$ cat config.mk
export PLATFORM = sky130hd
export DESIGN_NAME = add_8bit_flat
export DESIGN_NICKNAME = d
export VERILOG_FILES = /design/src/rtl/add_8bit_if.sv /design/src/rtl/add_8bit.sv /design/src/flat_wrapper.sv
export SDC_FILE = /design/constraint.sdc
export NUM_CORES = 1
export LEC_CHECK = 0
export CAP_MARGIN = 25
export CORE_MARGIN = 3
export CORE_UTILIZATION = 30
export CTS_CLUSTER_DIAMETER = 120
export DETAILED_ROUTE_END_ITERATION = 7
export GPL_ROUTABILITY_DRIVEN = 0
export PLACE_DENSITY = 0.74
export SLEW_MARGIN = 20
export SYNTH_ARGS = -nofsm -noshare
export SYNTH_HDL_FRONTEND = slang
export SYNTH_SLANG_ARGS = --single-unit
$ cat constraint.sdc
create_clock -name clk -period 1.1 [get_ports clk]
set_clock_uncertainty 0.2 [all_clocks]
set_input_delay 0.11 -clock clk [delete_from_list [all_inputs] [get_ports clk]]
set_output_delay 0.11 -clock clk [all_outputs]
set_load 0.01 [all_outputs]
$ cat src/rtl/add_8bit_if.sv
// Operand/result bundle for the registered 8-bit adder.
// The master drives operands and observes the registered result; the slave is the adder.
interface add_8bit_if;
    logic [7:0] a;
    logic [7:0] b;
    logic       cin;
    logic       in_vld;
    logic [7:0] sum;
    logic       cout;
    logic       ov;
    logic       out_vld;

    modport master (
        output a, b, cin, in_vld,
        input  sum, cout, ov, out_vld
    );

    modport slave (
        input  a, b, cin, in_vld,
        output sum, cout, ov, out_vld
    );
endinterface

$ cat src/rtl/add_8bit.sv
// Registered 8-bit adder with carry-in, carry-out and signed overflow.
// The core is an explicit ripple chain so the carries into and out of bit 7 are both available for ov.
module add_8bit (
    input  logic        clk,
    input  logic        rst_n,
    add_8bit_if.slave   bus
);
    localparam int unsigned W = 8;

    logic [W:0]   carry;
    logic [W-1:0] sum_c;
    logic         cout_c;
    logic         ov_c;

    // Ripple-carry chain of full-adder cells
    always_comb begin
        carry    = '0;
        sum_c    = '0;
        carry[0] = bus.cin;
        for (int i = 0; i < int'(W); i++) begin
            sum_c[i]   = bus.a[i] ^ bus.b[i] ^ carry[i];
            carry[i+1] = (bus.a[i] & bus.b[i]) | (carry[i] & (bus.a[i] ^ bus.b[i]));
        end
        cout_c = carry[W];
        ov_c   = carry[W] ^ carry[W-1];
    end

    // Result registers hold their value while no operation is offered
    always_ff @(posedge clk or negedge rst_n) begin
        if (!rst_n) begin
            bus.sum     <= '0;
            bus.cout    <= 1'b0;
            bus.ov      <= 1'b0;
            bus.out_vld <= 1'b0;
        end else begin
            bus.out_vld <= bus.in_vld;
            if (bus.in_vld) begin
                bus.sum  <= sum_c;
                bus.cout <= cout_c;
                bus.ov   <= ov_c;
            end
        end
    end
endmodule

$ cat src/flat_wrapper.sv
// flat-port wrapper written by rule: the top's interface ports become plain ports
module add_8bit_flat 
  (clk, rst_n, bus_a, bus_b, bus_cin, bus_in_vld, bus_sum, bus_cout, bus_ov, bus_out_vld);
  add_8bit_if bus_i ();
  input  logic clk;
  input  logic rst_n;
  input wire logic [$bits(bus_i.a)-1:0] bus_a;
  input wire logic [$bits(bus_i.b)-1:0] bus_b;
  input wire logic [$bits(bus_i.cin)-1:0] bus_cin;
  input wire logic [$bits(bus_i.in_vld)-1:0] bus_in_vld;
  output wire logic [$bits(bus_i.sum)-1:0] bus_sum;
  output wire logic [$bits(bus_i.cout)-1:0] bus_cout;
  output wire logic [$bits(bus_i.ov)-1:0] bus_ov;
  output wire logic [$bits(bus_i.out_vld)-1:0] bus_out_vld;
  assign bus_i.a = bus_a;
  assign bus_i.b = bus_b;
  assign bus_i.cin = bus_cin;
  assign bus_i.in_vld = bus_in_vld;
  assign bus_sum = bus_i.sum;
  assign bus_cout = bus_i.cout;
  assign bus_ov = bus_i.ov;
  assign bus_out_vld = bus_i.out_vld;
  add_8bit u_core (.clk(clk), .rst_n(rst_n), .bus(bus_i));
endmodule
Run 1, gate-type map:
Drawn at 12 px/µm.
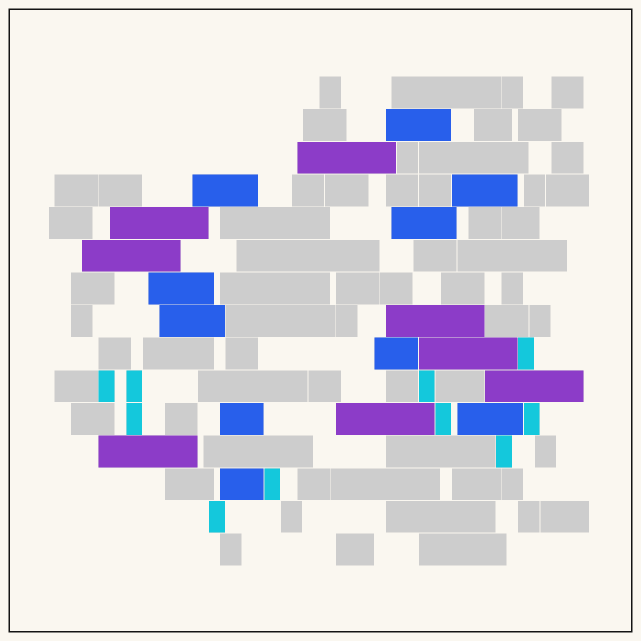
cyan -> inv cells  # cells 10, most used inv_1
blue -> mux cells  # cells 10, most used mux2_4
purple -> fa/ha/maj cells  # cells 8, most used fa_2
fin cells: 114
combinational share of cell area: 0.301

Run 1, zoomed window:
Region (11, 1) to (41, 31) µm. Cells in gray, sequential cells in the stronger gray; small squares are vias.
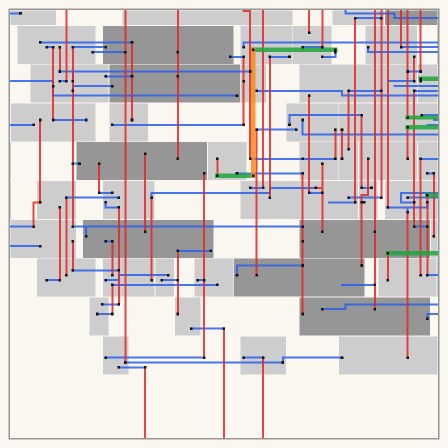
red -> M2
orange -> M4
blue -> M1
green -> M3
cells with their middle in the window = 38
most frequent = dfrtp_1 (7), fa_2 (4), buf_4 (4)
netlist names of flops here include = `u_core.bus.sum` (4)
sequential cells in the window = 7

==> flow_summary.yaml, run 1 <==
# generated from flow reports
logic_synthesis:
  netlist_instances: 41
  synth.logic.top_family: "adder cells"
  avgSynthCellArea_um2: 15.3
  most_common_cell: "dfrtp_1"
  yosys.area.top_type_share: 0.438
  yosys_cells: 41
  edf_count: 0
  adder_share: 0.255
  synth.area.mux_share: 0.215
  xor_share: 0.0139
  synth_cell_types: 7
  synth_flops: 11
  simple_gate_area_frac: 0
  yosysChipArea_um2: 628
  synthTopCellsByArea: "dfrtp_1, fa_1, mux2_4, inv_1, mux2i_1"
  ff_type: "dfrtp_1"
  syn-num-nets: 69
  synth_warnings: 0
timing:
  setup_viol: 15
  max_freq_mhz: 311
  finalWorstSetupSlack_ps: -2120
  tightest_slew_ps: 175
  hold_violations: 0
  slew_headroom: 0.884
clocking:
  cts_hold_buffers: 1
  post_cts_resized: 62
  numCtsBuffers: 3
  cts.clk_slew.worst_paths_ps: 80
  clockBufferDepth: 2
  htree_levels: 1
layout:
  mostFrequentLayoutCells: "clkdlybuf4s50_1, buf_2, dfrtp_1"
  num_antenna_cells: 0
  area_growth_pct: 75.5
  largest_register_ffs: 8
  largest_register: "u_core.bus.sum"
  drive_gt1_frac: 0.584
  layout_top_cell: "clkdlybuf4s50_1"
  fillCellCount: 162
  layout.nets: 118
detailed_routing:
  drt-wirelength-per-cell_um: 12.9
  drt-pass1-iter-count: 2
  drt_wl_total_mm: 1.47
  route.detailed.drc: 0
  dr.max_layer_used: "met4"
  via_per_inst: 4.15
  wl_met1_um: 568
  dr_wl_met2_um: 722
power_and_ir_drop:
  p_seq_uw: 536
  p_comb_uw: 605
  power-top-group: "combinational cells"
  p_int_uw: 1010
  p_per_area_mw_per_mm2: 1290
  switchingPower_uw: 410
  total_power_uw: 1420
  irDropWorstVdd_mv: 0.568
  switching_share: 0.289
min_path:
  min_to: "u_core.bus.sum[0]$_DFFE_PN0P_"
  worstHoldStart: "bus_cin"
  hold-path-cell-count: 3
global_routing:
  use_met2: 0.227
  gr-total-overflow: 0
  grt.busiest_layer: "met2"
  antenna_found_initial: 0
  groute.usage.overall: 0.127
  gr-usage-met1: 0.136
  grt_max_degree: 12
floorplanning:
  num_io_pins: 31
  rows: 15
  core_area_mm2: 0.00184
  die_h_um: 51.8
  initCoreUtil: 0.341
  die_w_um: 51.8
  die_area_mm2: 0.00268
critical_path:
  cp.required_ps: 1060
  end_kind: "flip-flop"
  path_class: "in2reg"
  r2r_cells: 2
  r2r-end: "u_core.bus.sum[2]$_DFFE_PN0P_"
  r2r_slack_ps: 20
  r2r_start: "u_core.bus.sum[2]$_DFFE_PN0P_"
job:
  warning_count: 29
status:
  status: "complete, but fails checks"
  failed_checks: "setup timing"
placement:
  dp_slack_ps: -2810
  dp_hpwl_mm: 1.18
Run 1, clock distribution:
Drawn at 8 px/µm.
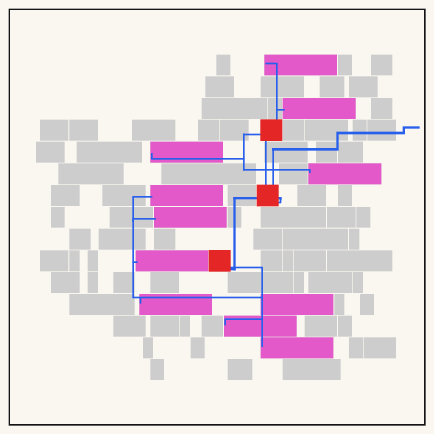
magenta -> flip-flops  # count 11
blue -> clock wires  # length 149 µm
red -> clock-net drivers  # count 3
routed clock nets = 4
clk pwr: 279 µW
Clock power frac: 0.196
Latency at later pin: 270 ps

run 1: stage by stage:
stage	util	TNS, ps	instances
after floorplan	-	-13070	41
after global placement	0.562	-19020	102
after detailed placement	0.562	-19590	102
after CTS	0.586	-13350	113
after global routing	0.599	-13010	114
final	0.599	-12180	114
run 1: worst max-delay path: stages:
cell and delay (ps):
buf_6 90, fa_2 370, inv_2 60, fa_2 180, inv_2 40, fa_2 330, fa_2 360, fa_2 350
fa_2 340, fa_2 350, inv_2 60, fa_2 220, xnor2_2 60, mux2_4 250
run 1: final cells by class:
type	instances	area [µm²]	share of cell area
clock buffer	3	22.5	0.0204
clock inverter	1	5.00	0.00454
inverter	10	37.5	0.0341
multi-input combinational	19	332	0.301
sequential	11	275	0.250
tap	25	31.3	0.0284
timing repair buffer	45	399	0.362
==> run 2: changes to the inputs <==
--- a/config.mk
+++ b/config.mk
@@ -5,6 +5,7 @@
 export SDC_FILE = /design/constraint.sdc
 export NUM_CORES = 1
 export LEC_CHECK = 0
+export ABC_AREA = 1
 export CAP_MARGIN = 25
 export CORE_MARGIN = 3
 export CORE_UTILIZATION = 30
Run 2, gate-type map:
Drawn at 12 px/µm.
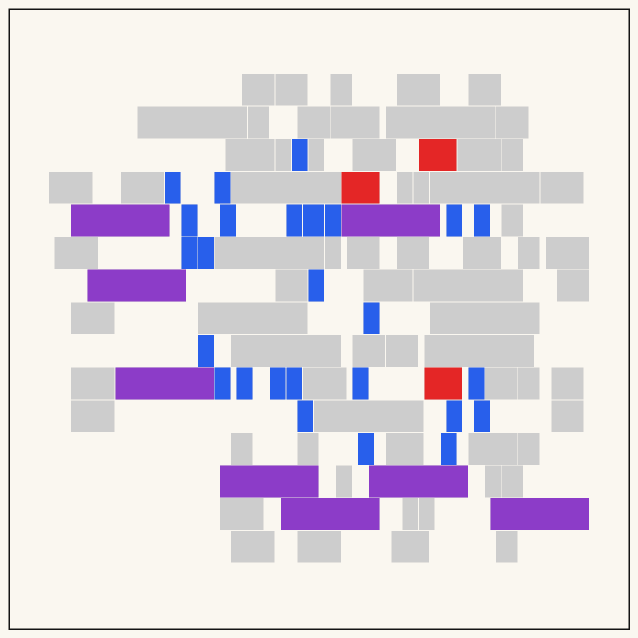
blue -> nand cells  # cells 26, most used nand2_1
red -> aoi and oai cells  # cells 3, most used o21ai_2
purple -> fa/ha/maj cells  # cells 8, most used fa_2
combinational share of cell area: 0.297
most used logic cell in the final layout: nand2_1
fin cells: 129

Run 2, zoomed window:
Region (11, 0) to (41, 30) µm. Cells in gray, sequential cells in the stronger gray; small squares are vias.
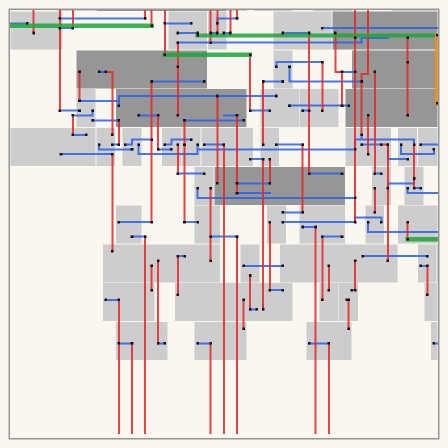
red -> M2
orange -> M4
green -> M3
blue -> M1
cells with their middle in the window = 43
most frequent = nand2_1 (14), dfrtp_1 (6)
netlist names of flops here include = `u_core.bus.sum` (5), `u_core.bus.out_vld` (1)
sequential cells in the window = 6

Run 2, clock distribution:
Drawn at 8 px/µm.
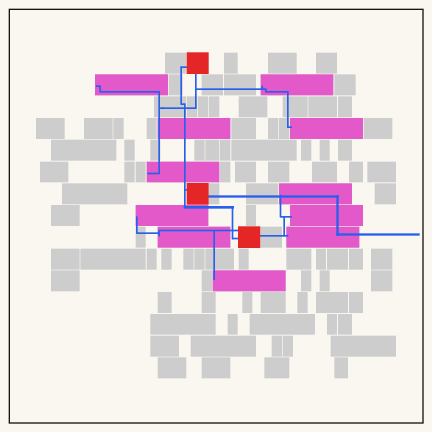
red -> clock-net drivers  # count 3
magenta -> flip-flops  # count 11
blue -> clock wires  # length 147 µm
routed clock nets = 4
clk pwr: 268 µW
Clock power frac: 0.219

==> run 2 against run 1 <==
The run still ends with setup timing left; setup slack better by 12 ps; non-clock buffer count is 2 lower; first-iteration DRC count rose to 2.7 times the previous value; register-to-register slack better by 30 ps; utilization fell by 4.1 points; sequential share of layout area rose by 1.8 points; count of clock-buffer cells in the layout up 1; critical endpoint is now u_core.bus.sum[7]$_DFFE_PN0P_; largest cell class unchanged.
==> flow_summary.yaml, run 2 <==
# generated from flow reports
clocking:
  cts.clk_slew.worst_paths_ps: 70
  numCtsBuffers: 3
  htree_levels: 1
detailed_routing:
  drt_wl_total_mm: 1.39
  drt-pass1-iter-count: 2
  route.detailed.drc: 0
layout:
  largest_register: "u_core.bus.sum"
  layout.nets: 133
  drive_gt1_frac: 0.433
  fillCellCount: 185
  largest_register_ffs: 8
floorplanning:
  core_area_mm2: 0.00184
  die_area_mm2: 0.00266
  num_io_pins: 31
  die_h_um: 51.5
power_and_ir_drop:
  switchingPower_uw: 358
  switching_share: 0.293
  p_int_uw: 866
critical_path:
  r2r_cells: 4
  path_delay_family: "adder cells"
  r2r-end: "u_core.bus.cout$_DFFE_PN0P_"
  worst-path-stages: 13
  critical-path-slowest-cell: "fa_2"
  r2r_slack_ps: 50
  r2r_start: "u_core.bus.cout$_DFFE_PN0P_"
timing:
  finalWorstSetupSlack_ps: -2110
  tightest_slew_ps: 215
  setup_viol: 10
global_routing:
  gr-usage-met1: 0.112
  groute.usage.overall: 0.117
  use_met2: 0.212
  grt_max_degree: 14
  gr-total-overflow: 0
  grt.busiest_layer: "met2"
  antenna_found_initial: 0
logic_synthesis:
  synthTopCellsByArea: "dfrtp_1, fa_1, nand2_1, inv_1, o21ai_2"
  edf_count: 0
  synth.logic.top_family: "adder cells"
  simple_gate_area_frac: 0.159
  synth_warnings: 0
  syn-num-nets: 87
  synth.area.mux_share: 0
status:
  status: "complete, but fails checks"
  failed_checks: "setup timing"
placement:
  dp_hpwl_mm: 1.14
run 2: netlist changes by cell type after synthesis:
cell,change
o21ai_2,+3
mux2_4,-7
mux2i_1,-3
nand3_1,+1
nand2_1,+25
inv_6,+1
xnor2_1,-1
buf_6,+1
inv_1,-2
run 2: timing repair:
item	in CTS	in global routing
endpoints found under the setup margin	21	19
pin swaps	14	10
resized	63	0
endpoints found under the hold margin	11	0
setup buffers	3	4
hold buffers	1	0
run 2: area by class of cell:
class | count | area share
timing repair buffer | 43 | 0.341
multi-input combinational | 37 | 0.297
sequential | 11 | 0.268
inverter | 9 | 0.0378
tap | 25 | 0.0305
clock buffer | 4 | 0.0256
==> run 3: changes to the inputs <==
--- a/config.mk
+++ b/config.mk
@@ -6,10 +6,10 @@
 export NUM_CORES = 1
 export LEC_CHECK = 0
 export ABC_AREA = 1
-export CAP_MARGIN = 25
+export CAP_MARGIN = 0
 export CORE_MARGIN = 3
 export CORE_UTILIZATION = 30
-export CTS_CLUSTER_DIAMETER = 120
+export CTS_CLUSTER_DIAMETER = 30
 export DETAILED_ROUTE_END_ITERATION = 7
 export GPL_ROUTABILITY_DRIVEN = 0
 export PLACE_DENSITY = 0.74
Run 3, wiring heat map:
Drawn at 8 px/µm. 10 x 10 tiles, from white (low) to dark blue (high), scaled to the fullest tile. Values are wire area over tile area, all layers added.
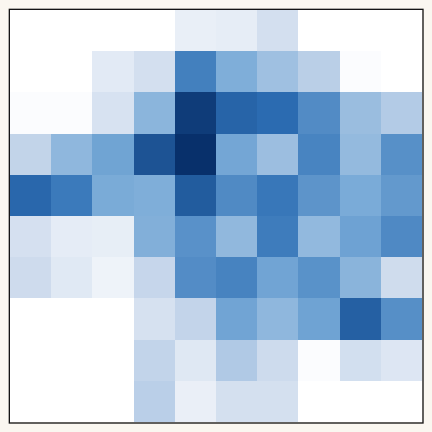
emptiest ninth of the die = south-west
densest ninth of the die = center
fullest tile = 0.26
Total GRT Usage: 0.117
WL final: 1.39 mm

Run 3, gate-type map:
Drawn at 12 px/µm.
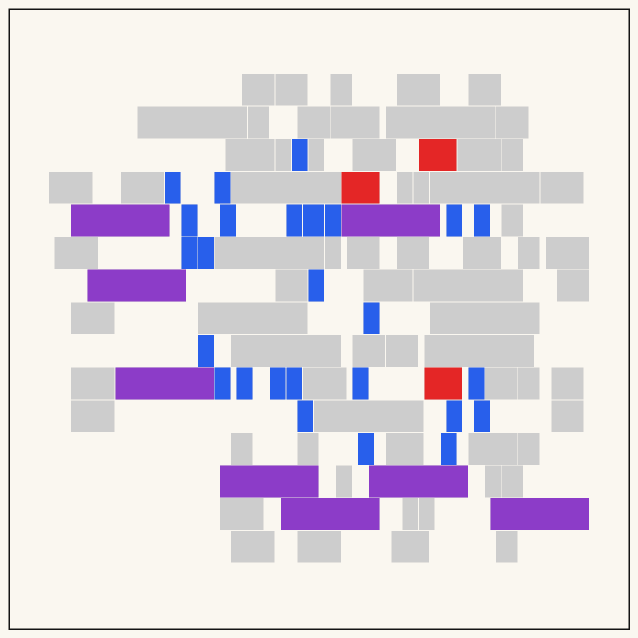
red -> aoi and oai cells  # cells 3, most used o21ai_2
purple -> fa/ha/maj cells  # cells 8, most used fa_2
blue -> nand cells  # cells 26, most used nand2_1

Run 3, clock distribution:
Drawn at 8 px/µm.
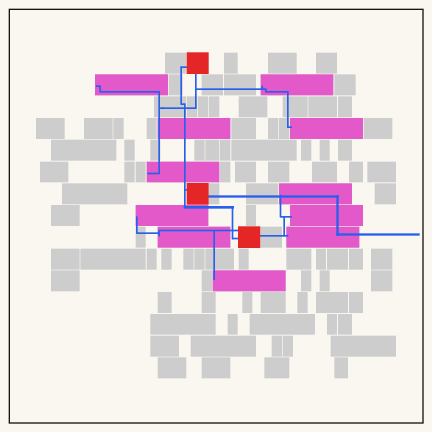
red -> clock-net drivers  # count 3
magenta -> flip-flops  # count 11
blue -> clock wires  # length 147 µm
routed clock nets = 4

==> run 3 against run 2 <==
The flow still finishes with violations (setup timing); largest cell class unchanged; count of clock-buffer cells in the layout is the same; clock power barely moved; sequential share of layout area stayed put; highest routed layer unchanged.
==> flow_summary.yaml, run 3 <==
# generated from flow reports
timing:
  hold_violations: 0
  tightest_slew_ps: 215
  finalWorstSetupSlack_ps: -2110
  slew_headroom: 0.856
  max_freq_mhz: 312
  setup_viol: 10
  setup_tns_ps: -11290
logic_synthesis:
  synth_warnings: 0
  synth.logic.top_family: "adder cells"
  adder_share: 0.258
  yosys_cells: 59
  yosys.area.top_type_share: 0.443
  synth_cell_types: 8
  ff_type: "dfrtp_1"
  netlist_instances: 59
  yosysChipArea_um2: 622
  avgSynthCellArea_um2: 10.5
  synthTopCellsByArea: "dfrtp_1, fa_1, nand2_1, inv_1, o21ai_2"
  edf_count: 0
  simple_gate_area_frac: 0.159
  synth.area.mux_share: 0
  syn-num-nets: 87
layout:
  largest_register: "u_core.bus.sum"
  layout_top_cell: "nand2_1"
  layout.nets: 133
  largest_register_ffs: 8
  register_area_um2: 275
  area_growth_pct: 65.2
  nMultiInputCombCells: 37
  num_antenna_cells: 0
  nonClockInverterCount: 9
  nNonClkBuffers: 43
  clkCellAreaFrac: 0.0256
  fillCellCount: 185
  clockBufferCount: 4
  comb_share: 0.297
  final-comb-area_um2: 305
  drive_gt1_frac: 0.433
  mostFrequentLayoutCells: "nand2_1, clkdlybuf4s50_1, buf_2, buf_4, dfrtp_1"
power_and_ir_drop:
  p_seq_uw: 502
  total_power_uw: 1220
  p_clk_uw: 268
  p_per_area_mw_per_mm2: 1190
  p_int_uw: 866
  switching_share: 0.293
  power-top-group: "sequential cells"
  power_frac_clock: 0.219
clocking:
  cts_hold_buffers: 1
  post_cts_resized: 63
  cts.clk_slew.worst_paths_ps: 70
  clk_latency_ps: 270
  htree_levels: 1
job:
  warning_count: 29
critical_path:
  critical-path-slowest-cell: "fa_2"
  cp.required_ps: 1100
  end_kind: "flip-flop"
  max_stage_delay_ps: 430
  worstPathCellList: "buf_6, fa_2, inv_2, fa_2, inv_2, fa_2, fa_2, fa_2, fa_2, fa_2, inv_2, fa_2, o21ai_2"
global_routing:
  grt_max_degree: 14
  use_met2: 0.212
  gr-total-overflow: 0
  grt.busiest_layer: "met2"
floorplanning:
  die_area_mm2: 0.00266
  die_h_um: 51.5
  n_tap_cell: 25
  initCoreUtil: 0.338
placement:
  dp_slack_ps: -2780
  dp_hpwl_mm: 1.14
detailed_routing:
  dr_wl_met2_um: 711
  via_per_inst: 4.21
  drt-wirelength-per-cell_um: 10.8
  drt-pass1-iter-count: 2
status:
  failed_checks: "setup timing"
  status: "complete, but fails checks"
## run 3: worst paths after layout
path | start | endpoint | slack (ps) | cells past startpoint
setup / recovery | bus_cin | u_core.bus.sum[7]$_DFFE_PN0P_ | -2110 | 13
hold / removal | bus_cin | u_core.bus.sum[0]$_DFFE_PN0P_ | 50 | 4
setup reg to reg | u_core.bus.cout$_DFFE_PN0P_ | u_core.bus.cout$_DFFE_PN0P_ | 50 | 4
hold reg to reg | u_core.bus.sum[3]$_DFFE_PN0P_ | u_core.bus.sum[3]$_DFFE_PN0P_ | 280 | 2
max in group asynchronous | rst_n | u_core.bus.sum[2]$_DFFE_PN0P_ | 60 | 3
min in group asynchronous | rst_n | u_core.bus.sum[5]$_DFFE_PN0P_ | 480 | 3
Power figures rest on the tool's default switching activity, not on a simulated workload.
